[src/rtl/serial_adder_ctrl.sv]
// serial_adder_ctrl
//
// Bit-serial adder sequencer. A single one-bit full adder is reused WIDTH
// times: the operands are shifted out LSB-first, the carry is held in a
// register between bits, and each sum bit enters the MSB of a sum shift
// register. The finished word and carry-out are copied to the outputs, and
// done pulses for one cycle.
//
// Parameters
//   WIDTH  operand/sum width in bits (1..32)
//
// Ports
//   clk    rising-edge clock
//   rst_n  asynchronous active-low reset
//   start  begin an addition (sampled only while idle)
//   a, b   WIDTH-bit operands, captured on the accepting start edge
//   cin    carry-in, captured on the accepting start edge
//   busy   high while bits are being processed
//   done   one-cycle pulse when sum/cout have just been updated
//   sum    registered result, (a+b+cin) mod 2^WIDTH
//   cout   registered carry-out, bit WIDTH of a+b+cin

module serial_adder_ctrl #(
  parameter int WIDTH = 8
) (
  input  logic             clk,
  input  logic             rst_n,
  input  logic             start,
  input  logic [WIDTH-1:0] a,
  input  logic [WIDTH-1:0] b,
  input  logic             cin,
  output logic             busy,
  output logic             done,
  output logic [WIDTH-1:0] sum,
  output logic             cout
);

  // The bit counter needs at least one bit even when WIDTH is 1.
  localparam int CW = (WIDTH > 1) ? $clog2(WIDTH) : 1;

  typedef enum logic [1:0] {
    IDLE = 2'd0,
    RUN  = 2'd1,
    DONE = 2'd2
  } state_t;

  state_t           state;
  state_t           state_next;

  logic [WIDTH-1:0] a_sh;
  logic [WIDTH-1:0] b_sh;
  logic [WIDTH-1:0] sum_sh;
  logic [WIDTH-1:0] sum_sh_next;
  logic             carry;
  logic [CW-1:0]    cnt;

  logic             fa_sum;
  logic             fa_carry;
  logic             last_bit;
  logic             load;

  // State register.
  always_ff @(posedge clk or negedge rst_n) begin
    if (!rst_n) begin
      state <= IDLE;
    end else begin
      state <= state_next;
    end
  end

  // Next-state and control decode. busy and done are pure decodes of the
  // state register, so no input reaches an output combinationally. start is
  // only looked at in IDLE; DONE always returns to IDLE, so a request held
  // high through DONE is taken on the first IDLE edge afterwards.
  always_comb begin
    state_next = state;
    busy       = 1'b0;
    done       = 1'b0;
    load       = 1'b0;
    case (state)
      IDLE: begin
        if (start) begin
          load       = 1'b1;
          state_next = RUN;
        end
      end
      RUN: begin
        busy = 1'b1;
        if (last_bit) begin
          state_next = DONE;
        end
      end
      DONE: begin
        done       = 1'b1;
        state_next = IDLE;
      end
      default: begin
        state_next = IDLE;
      end
    endcase
  end

  // One-bit full adder on the operand LSBs and the held carry. The new sum
  // bit goes into the MSB so that after WIDTH shifts the LSB-first stream
  // lines up as a normal word. Writing the shift as a shift-then-insert
  // keeps it legal for WIDTH=1.
  always_comb begin
    fa_sum                 = a_sh[0] ^ b_sh[0] ^ carry;
    fa_carry               = (a_sh[0] & b_sh[0]) | (carry & (a_sh[0] ^ b_sh[0]));
    sum_sh_next            = sum_sh >> 1;
    sum_sh_next[WIDTH-1]   = fa_sum;
    last_bit               = (cnt == CW'(WIDTH - 1));
  end

  // Datapath registers. The visible sum/cout only change on the final bit,
  // so they keep the previous result for the whole of RUN, and a reset
  // mid-run discards the partial work without touching them again.
  always_ff @(posedge clk or negedge rst_n) begin
    if (!rst_n) begin
      a_sh   <= '0;
      b_sh   <= '0;
      sum_sh <= '0;
      carry  <= 1'b0;
      cnt    <= '0;
      sum    <= '0;
      cout   <= 1'b0;
    end else if (load) begin
      a_sh   <= a;
      b_sh   <= b;
      sum_sh <= '0;
      carry  <= cin;
      cnt    <= '0;
    end else if (busy) begin
      a_sh   <= a_sh >> 1;
      b_sh   <= b_sh >> 1;
      sum_sh <= sum_sh_next;
      carry  <= fa_carry;
      cnt    <= cnt + CW'(1);
      if (last_bit) begin
        sum  <= sum_sh_next;
        cout <= fa_carry;
      end
    end
  end

endmodule

[config.mk]
export PLATFORM = sky130hd
export DESIGN_NAME = serial_adder_ctrl
export DESIGN_NICKNAME = d
export VERILOG_FILES = /design/src/rtl/serial_adder_ctrl.sv
export SDC_FILE = /design/constraint.sdc
export NUM_CORES = 1
export LEC_CHECK = 0
export CORE_MARGIN = 2
export CORE_UTILIZATION = 35
export CTS_BUF_LIST = sky130_fd_sc_hd__clkbuf_16
export DETAILED_ROUTE_END_ITERATION = 6
export HOLD_SLACK_MARGIN = 0.12
export SKIP_CTS_REPAIR_TIMING = 1
export SYNTH_ARGS = -nofsm -noshare
export SYNTH_HDL_FRONTEND = slang
export SYNTH_SLANG_ARGS = --single-unit
[constraint.sdc]
create_clock -name clk -period 1.8 [get_ports clk]
set_input_delay 0.36 -clock clk [delete_from_list [all_inputs] [get_ports clk]]
set_output_delay 0.36 -clock clk [all_outputs]
set_load 0.1 [all_outputs]
Routed metal, one colour a layer:
(4 px per um) Two of the layers only.
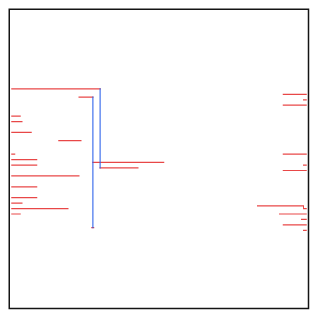
- metal 3: red (wire length 180 um)
- metal 4: blue (wire length 52.4 um)
WL/cell: 13.7 um
Via Count: 1233
total detailed-routing wirelength: 3420 um
GRT Overall Usage: 0.137

Placement view:
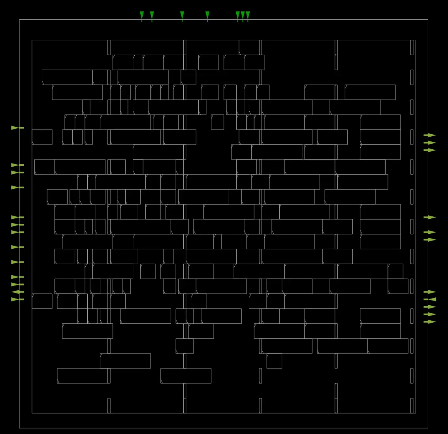
Final Non-Filler Cells: 249
Flops: 38
row cnt: 25
Tap Count: 67

Sequential cells grouped by signal name:
(8 px per um)
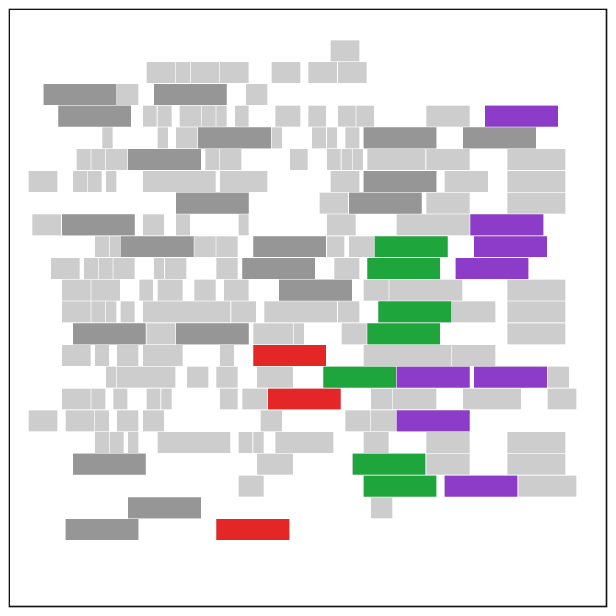
- sum: purple (placed flops 8; where middle right)
- sum_sh: green (placed flops 7)
- cnt: red (placed flops 3)
Seq group: 0.00161 W
FF/Latch Area: 951 sq um
share of the core filled with cells: 0.513
Seq/total area: 0.390

Nets reached from selected ports:
(6 px per um)
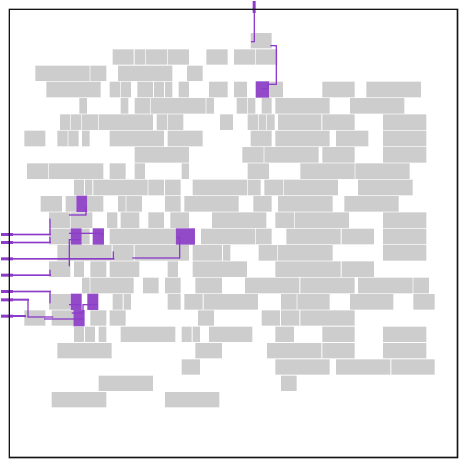
- a: purple (bits 8; direction input; edge 7 left, 1 top; end cells 8; wire 118 um)
Port Buffers: 30
I/O pins: 31

Signal metal coverage by tile:
(4 px per um) 15 x 15 tiles, from dark blue (low) to red (high), scaled to the fullest tile. Values are wire area over tile area, all layers added.
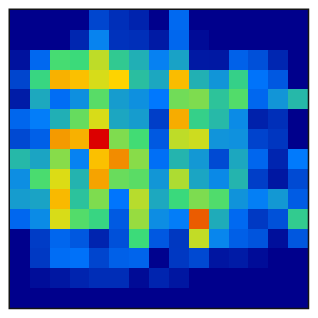
- nearly empty tiles: 22%
- tiles over half the peak: 18%
- emptiest ninth of the die: lower right
- fullest tile: 0.37
- mean over tiles: 0.097

-- path summary, 6_finish.rpt --
kind,slack (ps),end,cells after the start
worst min-delay path,500,cnt[0]$_DFFE_PN0P_,1
worst max-delay path,130,busy,2
worst min register to register,500,cnt[0]$_DFFE_PN0P_,1
min in group asynchronous,520,state[1]$_DFFE_PN0P_,2
worst max register to register,240,sum[5]$_DFFE_PN0P_,4
max in group asynchronous,960,cnt[0]$_DFFE_PN0P_,2
-- critical path, stage by stage, from the launching register on --
cell     delay [ps]
dfrtp_1         510
nor2b_4         310
buf_12          210
-- routing by layer --
| metal | GRT usage | vias to the layer above |
|---|---|---|
| li1 | - | 586 |
| met1 | 0.176 | 613 |
| met2 | 0.220 | 29 |
| met3 | 0.0434 | 5 |
| met4 | 0.0476 | 0 |
| met5 | 0 | - |
==> results.yml <==
# flow metrics
timing:
  tightest_slew_ps: 472
  clock_skew_ps: 4.74
  relSlewSlack: 0.685
  max_freq_ghz: 0.597
  finalSetupTns_ps: 0
  rsz0062_at_grt: "false"
  setup_ws_ps: 125
  report.final.slew_viol_count: 0
  hold_violations: 0
  post-route-min-period_ps: 1670
  timing.hold.ws_ps: 501
  finalCritPeriodShare: 0.930
  setup_viol: 0
critical_path:
  cp-end-kind: "output pin"
  startpoint: "state[0]$_DFFE_PN0P_"
  path_max_fanout: 9
  critPathKind: "reg -> out"
  crit_arrival_ps: 1310
  cp.required_ps: 1440
  worstSetupStartpointType: "flip-flop"
  regToRegStartpoint: "state[0]$_DFFE_PN0P_"
synth:
  synth_nets: 168
  yosysUniqueCellTypes: 26
  async_reset_ff_frac: 1.00
  ys.flop_type: "dfrtp_1"
  synth_cells: 145
  synth-edff-count: 0
  top_area_frac: 0.547
  synth_flops: 38
  adder_share: 0.0259
  ys_sh_mux: 0.0778
  yosys.area_share.simple: 0.210
  ys_seq_share: 0.547
  ys_top_logic_family: "simple AND/OR/NAND/NOR gates"
  ys_warn_count: 0
  synthAoiAreaFrac: 0.0965
  top_cells_by_count: "38 x dfrtp_1, 24 x nor3_1, 13 x nor2_1, 13 x nor3b_1, 11 x a22o_1"
  yosys-stat-area_sq_um: 1740
  yosys.area.top_type: "dfrtp_1"
  syn_area_per_cell_sq_um: 12.0
  syn_area_sq_um: 1740
  yosys-stat-cells: 145
  top_cell: "dfrtp_1"
  xor_share: 0
  synthTopCellsByArea: "dfrtp_1 55%, mux2_4 7.8%, nor3_1 6.9%"
route:
  viasPerCell: 4.95
  drtAntennaViolNets: 0
  met3_length_um: 180
  highest_layer: "met4"
  dr.first_iter.drc_count: 70
  first_pass_iters: 4
  m1WireLength_um: 1590
  wl_met2_um: 1590
  drc_errors: 0
finish:
  drive_gt1_frac: 0.242
  dominant_cells: "sequential cells"
  area_delta_synth_final_pct: 40.2
  reg_top3: "a_sh (8), b_sh (8), sum (8)"
  clock_buffers: 5
  n_fill_cell: 418
  inv_count: 1
  buf_share: 0.199
  logic_area_sq_um: 719
  num-multi-input-gates: 95
  clock_cell_area_share: 0.0796
  design_area_sq_um: 2440
  final_nets: 204
  comb_share: 0.295
  insertedDiodeCount: 0
  lay_top_cells: "38 x dfrtp_1, 24 x nor3_1, 19 x clkdlybuf4s50_1, 13 x nor2_1, 13 x nor3b_1"
  buffers: 40
  layout_top_cell: "dfrtp_1"
power:
  seqPwrFrac: 0.304
  power_combinational_w: 0.00254
  switching_share: 0.397
  vdd_drop_max_v: 0.000953
  internal_power_w: 0.00319
  powerClk_w: 0.00114
  top_power_group: "combinational cells"
  finalPower_w: 0.00529
  p_per_area_nw_per_um2: 2170
  p_switching_w: 0.00210
  p_clk_frac: 0.216
  leakage_nw: 1.09
  comb_power_share: 0.480
clocking:
  cts_tree: "yes"
  clk_pin_slew_ps: 60
  cts_buffers: 5
  cts_root_buf: "clkbuf_16"
  clock_path_buffers: 2
  htreeDepth: 2
  insertion_delay_ps: 280
  clock-sinks: 38
worst_hold_path:
  hold_class: "reg -> reg"
  min_from: "cnt[0]$_DFFE_PN0P_"
floorplanning:
  initCoreUtil: 0.366
  core_area_sq_um: 4750
  dieArea_sq_um: 5550
  die_h_um: 74.5
  die_x_um: 74.5
place:
  dpl.hpwl_um: 2430
  place_congestion: 0.751
  post-place-cells: 238
  dp_slack_ps: 47.4
  dpl_cell_area_sq_um: 2220
outcome:
  status: "completed"
global_route:
  antenna_found_initial: 0
  grt_pass1_vias: 1257
  grt_first_pass_wirelength_um: 5750
  overflow: 0
  grt_max_degree: 39
run:
  maxCapViolCount: 0
  warnings: 26
Power figures rest on the tool's default switching activity, not on a simulated workload.
